$ cat config.mk
export PLATFORM = sky130hd
export DESIGN_NAME = pulse_stretch_flat
export DESIGN_NICKNAME = d
export VERILOG_FILES = /design/src/rtl/pulse_pkg.sv /design/src/rtl/pulse_if.sv /design/src/rtl/sat_counter.sv /design/src/rtl/pulse_stretch.sv /design/src/flat_wrapper.sv
export SDC_FILE = /design/constraint.sdc
export NUM_CORES = 1
export LEC_CHECK = 0
export CAP_MARGIN = 20
export CORE_AREA = 2 2 39 41
export CTS_CLUSTER_DIAMETER = 200
export CTS_CLUSTER_SIZE = 30
export DETAILED_ROUTE_END_ITERATION = 6
export DIE_AREA = 0 0 41 43
export PLACE_DENSITY_LB_ADDON = 0.05
export SLEW_MARGIN = 20
export SYNTH_ARGS = -nofsm -noshare
export SYNTH_HDL_FRONTEND = slang
export SYNTH_SLANG_ARGS = --single-unit
$ cat constraint.sdc
create_clock -name clk -period 3 [get_ports clk]
set_input_delay 0.45 -clock clk [delete_from_list [all_inputs] [get_ports clk]]
set_output_delay 0.45 -clock clk [all_outputs]
set_load 0.05 [all_outputs]
$ cat src/rtl/pulse_pkg.sv
// Shared types and sizing helpers for the pulse stretcher.
package pulse_pkg;

  typedef enum logic [1:0] {
    ST_IDLE = 2'd0,
    ST_HIGH = 2'd1,
    ST_GAP  = 2'd2
  } state_t;

  function automatic int pend_max(input int w);
    return (1 << w) - 1;
  endfunction

  function automatic int cnt_width(input int width, input int gap);
    int m;
    m = (width > gap) ? width : gap;
    return (m < 2) ? 1 : $clog2(m);
  endfunction

endpackage

$ cat src/rtl/pulse_if.sv
// Request/output bundle of the pulse stretcher.
interface pulse_if #(
  parameter int PEND_W = 2
);
  logic              din;
  logic              dout;
  logic              busy;
  logic              ovf;
  logic [PEND_W-1:0] pend;

  modport master (
    output din,
    input  dout, busy, pend, ovf
  );

  modport slave (
    input  din,
    output dout, busy, pend, ovf
  );
endinterface

$ cat src/rtl/sat_counter.sv
// Up/down counter that saturates at both ends.
import pulse_pkg::*;

module sat_counter #(
  parameter int W = 2
) (
  input  logic         clk,
  input  logic         reset,
  input  logic         inc,
  input  logic         dec,
  output logic [W-1:0] cnt,
  output logic [W-1:0] nxt,
  output logic         sat
);

  assign sat = (cnt == W'(pend_max(W)));

  always_comb begin
    nxt = cnt;
    if (inc && !dec && !sat)
      nxt = cnt + W'(1);
    else if (dec && !inc && cnt != '0)
      nxt = cnt - W'(1);
  end

  always_ff @(posedge clk or posedge reset) begin
    if (reset) cnt <= '0;
    else       cnt <= nxt;
  end

endmodule

$ cat src/rtl/pulse_stretch.sv
// Stretches din pulses into WIDTH-cycle bursts spaced by GAP low cycles.
// Define PULSE_STRETCH_RETRIGGER_EN to let din during a burst extend it.
import pulse_pkg::*;

module pulse_stretch #(
  parameter int WIDTH  = 4,
  parameter int GAP    = 2,
  parameter int PEND_W = 2
) (
  input logic   clk,
  input logic   reset,
  pulse_if.slave io
);

  localparam int CW = cnt_width(WIDTH, GAP);
  localparam logic [CW-1:0] W1 = CW'(WIDTH - 1);
  localparam logic [CW-1:0] G1 = CW'(GAP - 1);

  state_t            state, state_n;
  logic [CW-1:0]     cnt, cnt_n;
  logic [PEND_W-1:0] pend, pend_n;
  logic              take, dec, inc, sat, drop;
  logic              dout_q, busy_q, ovf_q;

  always_comb begin
    state_n = state;
    cnt_n   = cnt;
    take    = 1'b0;
    dec     = 1'b0;
    unique case (state)
      ST_IDLE: begin
        if (io.din) begin
          state_n = ST_HIGH;
          cnt_n   = W1;
          take    = 1'b1;
        end
      end
      ST_HIGH: begin
`ifdef PULSE_STRETCH_RETRIGGER_EN
        if (io.din) begin
          cnt_n = W1;
          take  = 1'b1;
        end else
`endif
        if (cnt == '0) begin
          state_n = ST_GAP;
          cnt_n   = G1;
        end else begin
          cnt_n = cnt - CW'(1);
        end
      end
      ST_GAP: begin
        if (cnt != '0) begin
          cnt_n = cnt - CW'(1);
        end else if (pend != '0) begin
          state_n = ST_HIGH;
          cnt_n   = W1;
          dec     = 1'b1;
        end else if (io.din) begin
          state_n = ST_HIGH;
          cnt_n   = W1;
          take    = 1'b1;
        end else begin
          state_n = ST_IDLE;
        end
      end
      default: begin
        state_n = ST_IDLE;
        cnt_n   = '0;
      end
    endcase
  end

  // a request not launched this edge is queued, or dropped when full
  assign inc  = io.din && !take;
  assign drop = inc && sat && !dec;

  sat_counter #(.W(PEND_W)) u_pend (
    .clk   (clk),
    .reset (reset),
    .inc   (inc),
    .dec   (dec),
    .cnt   (pend),
    .nxt   (pend_n),
    .sat   (sat)
  );

  always_ff @(posedge clk or posedge reset) begin
    if (reset) begin
      state  <= ST_IDLE;
      cnt    <= '0;
      dout_q <= 1'b0;
      busy_q <= 1'b0;
      ovf_q  <= 1'b0;
    end else begin
      state  <= state_n;
      cnt    <= cnt_n;
      dout_q <= (state_n == ST_HIGH);
      busy_q <= (state_n != ST_IDLE) || (pend_n != '0);
      ovf_q  <= ovf_q | drop;
    end
  end

  assign io.dout = dout_q;
  assign io.busy = busy_q;
  assign io.ovf  = ovf_q;
  assign io.pend = pend;

endmodule

$ cat src/flat_wrapper.sv
// flat-port wrapper written by rule: the top's interface ports become plain ports
module pulse_stretch_flat 
#(
  parameter int WIDTH  = 4,
  parameter int GAP    = 2,
  parameter int PEND_W = 2
)
  (clk, reset, io_din, io_dout, io_busy, io_pend, io_ovf);
  pulse_if #(.PEND_W(PEND_W)) io_i ();
  input logic clk;
  input logic reset;
  input wire logic [$bits(io_i.din)-1:0] io_din;
  output wire logic [$bits(io_i.dout)-1:0] io_dout;
  output wire logic [$bits(io_i.busy)-1:0] io_busy;
  output wire logic [$bits(io_i.pend)-1:0] io_pend;
  output wire logic [$bits(io_i.ovf)-1:0] io_ovf;
  assign io_i.din = io_din;
  assign io_dout = io_i.dout;
  assign io_busy = io_i.busy;
  assign io_pend = io_i.pend;
  assign io_ovf = io_i.ovf;
  pulse_stretch #(.WIDTH(WIDTH), .GAP(GAP), .PEND_W(PEND_W)) u_core (.clk(clk), .reset(reset), .io(io_i));
endmodule
==> impl_metrics.ini, run 1 <==
; implementation run metrics
[critical_path]
slowest_stage = clkdlybuf4s50_1
crit_chain = clkdlybuf4s50_1
worst-path-buf-inv = 1
cp.required_ps = 2550
crit_start = u_core.u_pend.cnt[1]$_DFF_PP0_
cpPeakStageDelay_ps = 830
cp_max_fo = 5
critPathKind = reg2out
end_kind = primary output
r2r-start = u_core.u_pend.cnt[0]$_DFF_PP0_
critPathTopFamily = buffers and inverters
start_kind = flip-flop
arrival_ps = 1500

[clock_tree]
cts.sinks = 9
cts_hold_buffers = 0
clock_latency_ps = 260
root_buffer = clkbuf_4
cts_buffer_depth = 2
cts_buffers = 3
cts_tree = yes
cts_resized = 0
h-tree-depth = 1
clk_pin_slew_ps = 60
post_cts_buffers = 0

[global_route]
grt_pass1_vias = 377
grt_use_met3_pct = 4.71
busiest_layer = met1
grt_max_degree = 13
grt_util_met1_pct = 21.5
grt_overflow_total = 0
antenna_found_initial = 0
track_usage_pct = 12.9
use_met2_pct = 15.0
grt_pass1_wl_um = 1550

[synthesis]
ys_sh_adder_pct = 4.74
yosys_warnings = 0
netlist_area_um2 = 528
synth_flops = 9
mux_share_pct = 2.13
simple_gate_area_share_pct = 20.1
floorplan.nets = 59
synthCells = 54
ys_area_um2 = 528
synthTopCellsByArea = dfrtp_1 43%, ha_1 4.7%, a211oi_1 4.3%
compound_area_share_pct = 22.5
xor_area_share_pct = 3.32
synth_top_cell_by_area = dfrtp_1
ys_seq_share_pct = 42.7
avgSynthCellArea_um2 = 9.78
logic_family = AND-OR/OR-AND gates
ys_types = 32
ys_cells = 54
top_cell_area_share_pct = 42.7

[floorplanning]
die-area_um2 = 1760
io_pins = 8
die_h_um = 43
core_util_floorplan_pct = 38.2
die_w_um = 41

[sta]
hold-worst-slack_ps = 460
hold_viol_final = 0
max_freq_mhz = 512
finalClockPeriodUsage_pct = 65.1
slew_viol_final = 0
setup_violations = 0
finalSetupTns_ps = 0
grt_setup_unrepaired = no
worst_pin_slew_ps = 494
slew_headroom_pct = 67.0
period_minus_slack_ps = 1950
skew_ps = 2.78

[drt]
vias = 420
drc = 0
wirelength_um = 958
antenna_left = 0
wl_per_cell_um = 12.1
via_per_inst = 5.32
drtPass1Iterations = 4
drtIter0Drc = 5

[pwr]
cellPowerDensity_nw_per_um2 = 1170
peakVddDrop_mv = 0.464
cellLeakagePower_nw = 0.264
power_w = 0.000742

[run]
drv_cap = 0
tool_warnings = 27

[run_status]
status = complete, no violations

[final_layout]
synthToLayoutAreaGrowth_pct = 20.4
final_layout_size_suffix_gt1_share_pct = 11.1
antenna_cells = 0
final_cells = 79
nets = 69
nFillCells = 142
final_util_pct = 45.9

[place]
gp_congestion = 0.716
port_buffers = 7
dpl.hpwl_um = 698
dp_cells = 75

[hold_path]
min_path_type = in2async
[run 1: cell usage after synthesis (all sizes together)]
cell	count
o21ai	1
inv	4
a222oi	1
or3	1
nor2	3
dfrtp	9
buf	1
nand4	1
nor3	1
a21oi	2
o211ai	1
nand2b	2
ha	2
mux2	1
and2b	1
and3	1
xnor2	1
a211oi	3
nand2	5
nor2b	1
a31oi	1
a31o	1
or2	1
o31a	1
o21a	1
xor2	1
or2b	1
o31ai	1
nand3	2
clkbuf	1
o22ai	1
[run 1: sequential cells by signal, summed over array words and instances (netlist names)]
register	count
u_core.u_pend.cnt	2
u_core.cnt	2
u_core.io.ovf	1
u_core.state	2
u_core.io.dout	1
u_core.io.busy	1
[run 1: final cells by class]
cell class                 instances  area, um^2  area share, %
multi-input combinational         39         279           43.9
timing repair buffer               7        70.1           11.0
inverter                           4        15.0           2.36
tap                               16        20.0           3.15
clock buffer                       4        26.3           4.13
sequential                         9         225           35.4
[run 1: cell usage in the layout (no fill, tap or decap), drive strengths merged, types with 2 or more instances in the layout]
master and count:
a211oi 3, a21oi 2, clkbuf 4, clkdlybuf4s50 7, dfrtp 9, ha 2
inv 4, nand2 5, nand2b 2, nand3 2, nor2 3
[run 1: final timing paths]
kind,slack [ps],endpoint,depth (start not counted)
max in group asynchronous,2270,u_core.cnt[0]$_DFF_PP0_,2
setup / recovery,1050,io_pend[1],1
min in group clk,490,u_core.io.ovf$_DFF_PP0_,1
hold reg to reg,490,u_core.io.ovf$_DFF_PP0_,1
hold / removal,460,u_core.state[0]$_DFF_PP0_,2
setup reg to reg,1410,u_core.cnt[1]$_DFF_PP0_,6
[run 1: kinds of logic after synthesis]
kind of cell	Yosys count
buffers and inverters	6
xor gates and xnor gates	2
AOI/OAI and AO/OA	14
DFF	9
and+or+nand+nor	20
adders and majority gates	2
muxes	1
[run 1: stage by stage]
| stage | cell area [um^2] | setup slack, ps |
|---|---|---|
| 2_1_floorplan | 528 | 1150 |
| 3_3_place_gp | 609 | 1040 |
| 3_5_place_dp | 609 | 1020 |
| 4_1_cts | 636 | 1040 |
| 5_1_grt | 636 | 1000 |
| 6_report | 636 | 1050 |
[run 1: layer usage]
layer,vias to the layer above,wire (um)
li1,211,-
met1,202,493
met2,7,433
met3,0,30
met4,0,0
met5,-,0
[run 1: power breakdown]
part / total (W) / switching [W] / internal, W
clock network: 0.0000943 / 0.0000430 / 0.0000513
registers: 0.000257 / 0.0000825 / 0.000174
logic: 0.000391 / 0.000224 / 0.000167
total: 0.000742 / 0.000350 / 0.000393
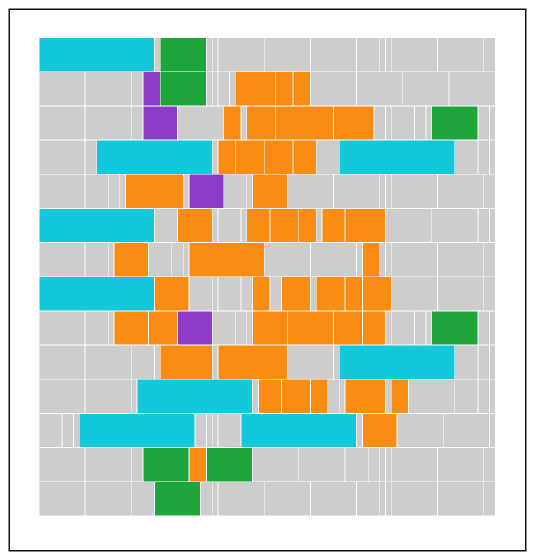
Figure 1: run 1, cell classes on the final placement.
Fill, decap, tap and diode cells in grey.
orange -> combinational and other logic  # cells 43, share of their area 48%
purple -> clock drivers and dummy loads  # cells 4, share of their area 4.3%
green -> remaining buffers and delay cells  # cells 7, share of their area 11%
cyan -> sequential cells  # cells 9, share of their area 37%
placement row count: 14
CORE AREA: 1380 um^2

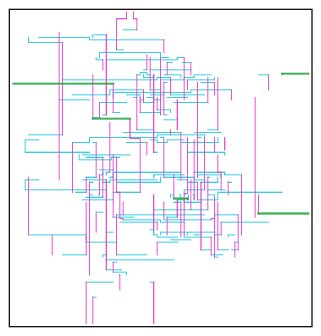
Figure 2: run 1, routed metal, one colour a layer.
green -> metal 3  # wire length 30.8 um
cyan -> metal 1  # wire length 494 um
magenta -> metal 2  # wire length 434 um

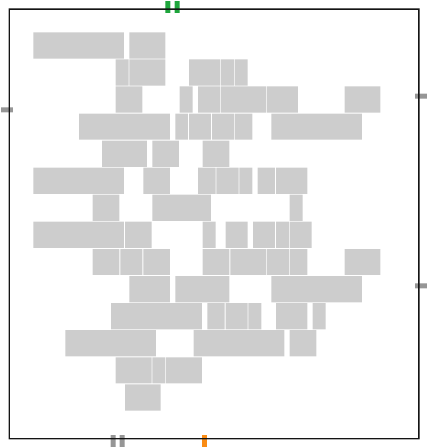
Figure 3: run 1, pin map.
Pins as bars across the die edge, other pins in grey.
green -> io_pend  # pins 2, direction output, edge top
orange -> io_dout  # pins 1, direction output, edge bottom
all pins by edge = 3 bottom, 2 right, 2 top, 1 left

Figure 4. Cell outlines without signal wires (run 1).
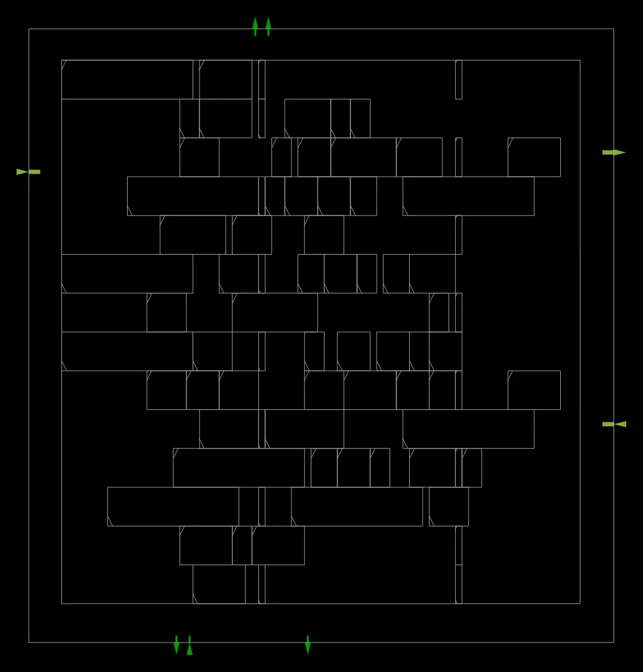

--- run 2 (diff from run 1) ---
==> constraint.sdc (replaced) <==
create_clock -name clk -period 1.9 [get_ports clk]
set_input_delay 0.285 -clock clk [delete_from_list [all_inputs] [get_ports clk]]
set_output_delay 0.285 -clock clk [all_outputs]
set_load 0.05 [all_outputs]
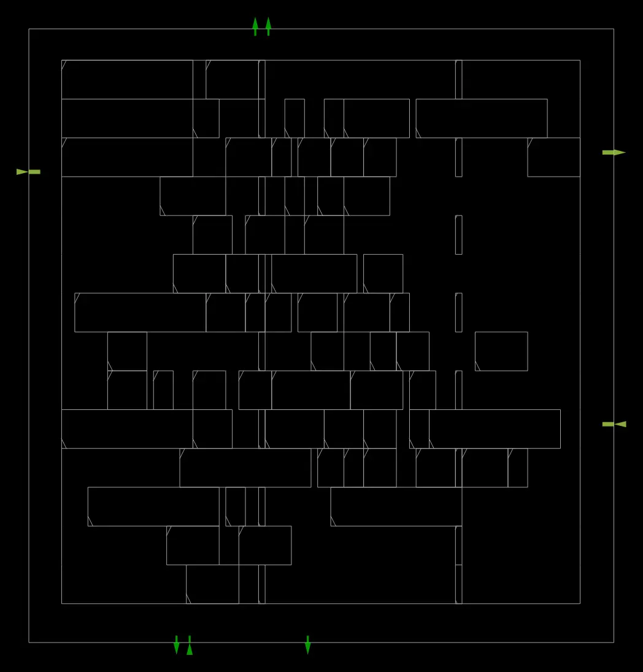
Figure 5: run 2, cell outlines without signal wires.
registers: 9
Tapcells: 16
FILL cells: 144
Final Non-Filler Cells: 80

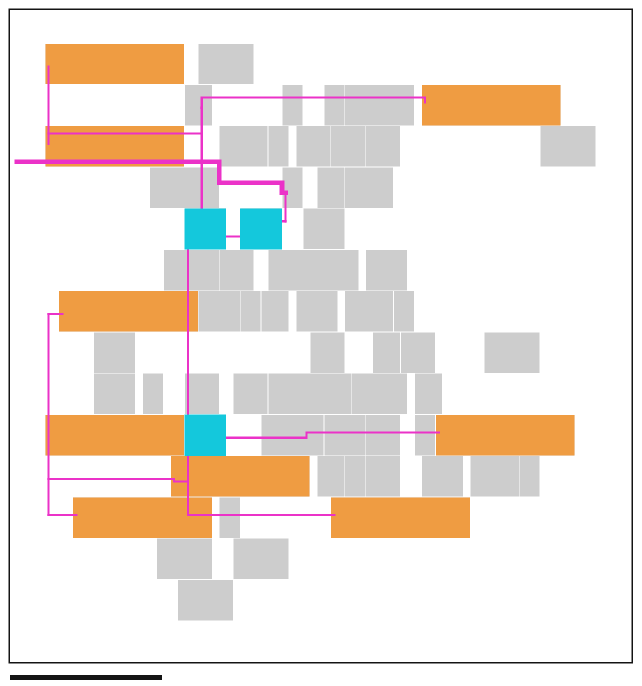
Figure 6: run 2, routed clock nets over the placement.
Scale bar: 10 um.
cyan -> clock drivers  # count 3
orange -> flip-flops  # count 9
magenta -> clock wires  # length 138 um
flops lie = spread over the die
routed clock nets = 4
skew final: 2.84 ps
Clock power frac: 12.6%

==> impl_metrics.ini, run 2 <==
; implementation run metrics
[run_status]
status = complete, no violations

[clock_tree]
post_cts_buffers = 0
cts_hold_buffers = 0
cts_buffers = 3
clk_pin_slew_ps = 70
cts_buffer_depth = 2
cts_tree = yes
h-tree-depth = 1
root_buffer = clkbuf_4
clock_latency_ps = 260
cts_resized = 0
cts.sinks = 9

[synthesis]
synthCells = 54
xor_area_share_pct = 3.32
logic_family = AND-OR/OR-AND gates
yosys_warnings = 0
netlist_area_um2 = 528
synth_top_cell_by_area = dfrtp_1
ys_seq_share_pct = 42.7
synthTopCellsByArea = dfrtp_1 43%, ha_1 4.7%, a211oi_1 4.3%
synth-edff-count = 0
avgSynthCellArea_um2 = 9.78
floorplan.nets = 59
synth_flops = 9
synthTopCellsByCount = 9 x dfrtp_1, 5 x nand2_1, 4 x inv_1
ys_cells = 54
simple_gate_area_share_pct = 20.1
flop_cell = dfrtp_1
ys_sh_adder_pct = 4.74
mux_share_pct = 2.13
top_cell_area_share_pct = 42.7
ys_area_um2 = 528
synth_dominant_cell_count = dfrtp_1
compound_area_share_pct = 22.5
async_reset_ff_share_pct = 100
ys_types = 32

[sta]
fin_ws_ps = 112
grt_setup_unrepaired = no
finalClockPeriodUsage_pct = 94.1
worst_pin_slew_ps = 505
hold_viol_final = 0
finalSetupTns_ps = 0
setup_violations = 0
slew_headroom_pct = 66.2
period_minus_slack_ps = 1790
max_freq_mhz = 559
slew_viol_final = 0

[place]
pre_cts_slack_ps = 203
gp_congestion = 0.736
dp_cells = 76
placed_cell_area_um2 = 617
port_buffers = 7
dpl.hpwl_um = 728

[hold_path]
min_path_type = in2async

[pwr]
pwr-share-comb_pct = 53.2
internal_power_w = 0.000619
peakVddDrop_mv = 0.725
cellPowerDensity_nw_per_um2 = 1830
p_seq_share_pct = 34.2
swShare_pct = 47.3
switchingPower_w = 0.000557
cellLeakagePower_nw = 0.272

[floorplanning]
core_util_floorplan_pct = 38.2
die-area_um2 = 1760
die_w_um = 41
floorplan.rows = 14
die_h_um = 43
io_pins = 8
core_area_um2 = 1380

[global_route]
grt_max_degree = 13
grt_pass1_vias = 343
track_usage_pct = 13.7
antenna_found_initial = 0
grt_overflow_total = 0
grt_pass1_wl_um = 1600

[final_layout]
antenna_cells = 0
final_cell_area_um2 = 644
synthToLayoutAreaGrowth_pct = 22.0
final_layout_size_suffix_gt1_share_pct = 14.1
layout_top_cells = 9 x dfrtp_1, 7 x clkdlybuf4s50_1, 5 x nand2_1
top_regs = u_core.cnt: 2 flops, u_core.state: 2 flops, u_core.u_pend.cnt: 2 flops
nets = 70
final_common_cell = dfrtp_1

[critical_path]
cpPeakStageDelay_ps = 840
cp.required_ps = 1620
critPathTopFamily = buffers and inverters
start_kind = flip-flop
crit_chain = clkdlybuf4s50_1
worst-path-buf-inv = 1
end_kind = primary output
reg2regPathDepth = 6
arrival_ps = 1500
slowest_stage = clkdlybuf4s50_1
cp_max_fo = 5
crit_cells = 1
critPathKind = reg2out

[run]
drv_cap = 0
tool_warnings = 27

[drt]
vias = 418
wl_per_cell_um = 12.0
wirelength_um = 958
drtIter0Drc = 19
drc = 0
drtPass1Iterations = 4
antenna_left = 0
via_per_inst = 5.23
[run 2: cell counts after synthesis]
No cell type changed its count.
[run 2: layout make-up]
class | count | area [um^2]
Fill cell | 144 | 739
Timing Repair Buffer | 8 | 77.6
Tap cell | 16 | 20.0
Clock buffer | 3 | 22.5
Multi-Input combinational cell | 39 | 279
Inverter | 4 | 15.0
Sequential cell | 9 | 225
Clock inverter | 1 | 5.00
[run 2: metal layers]
layer  part of all wire, %  up-vias  global-route usage, %
li1                      -      212                      -
met5                     0        -                      0
met3                   5.5        0                   4.71
met2                    47       10                   15.3
met4                     0        0                   4.00
met1                    47      196                   23.5
[run 2: final timing paths]
check | slack, ps | from | end
min reg2reg | 480 | u_core.io.ovf$_DFF_PP0_ | u_core.io.ovf$_DFF_PP0_
min | 290 | reset | u_core.io.dout$_DFF_PP0_
max in group asynchronous | 1350 | reset | u_core.io.busy$_DFF_PP0_
max reg2reg | 300 | u_core.u_pend.cnt[0]$_DFF_PP0_ | u_core.cnt[1]$_DFF_PP0_
max | 110 | u_core.u_pend.cnt[1]$_DFF_PP0_ | io_pend[1]
min in group clk | 480 | u_core.io.ovf$_DFF_PP0_ | u_core.io.ovf$_DFF_PP0_
[run 2: cells by family (layout without fill, tap and decap cells)]
logic type / count (synthesis) / in the layout
buf+inv: 6 / 16
simple gates: 20 / 20
compound gates: 14 / 14
flops: 9 / 9
mux: 1 / 1
xor+xnor: 2 / 2
fa+ha+maj: 2 / 2
[run 2: metrics by stage]
stage / hold slack [ps] / utilization [%] / total power (W)
final: 289 / 46.6 / 0.00118
after global routing: 318 / 46.6 / 0.00129
after CTS: 300 / 46.6 / 0.00119
after detailed placement: 463 / 44.6 / 0.00103
after global placement: 463 / 44.6 / 0.00105
after floorplan: 113 / - / 0.000880
[run 2: power groups by stage]
stage	clock, W	combinational [W]	sequential [W]
4_1_cts	0.000157	0.000632	0.000402
5_1_grt	0.000175	0.000687	0.000425
3_3_place_gp	0	0.000635	0.000411
2_1_floorplan	0	0.000397	0.000484
6_report	0.000149	0.000625	0.000402
3_5_place_dp	0	0.000628	0.000406
Power and IR drop assume default switching activity.
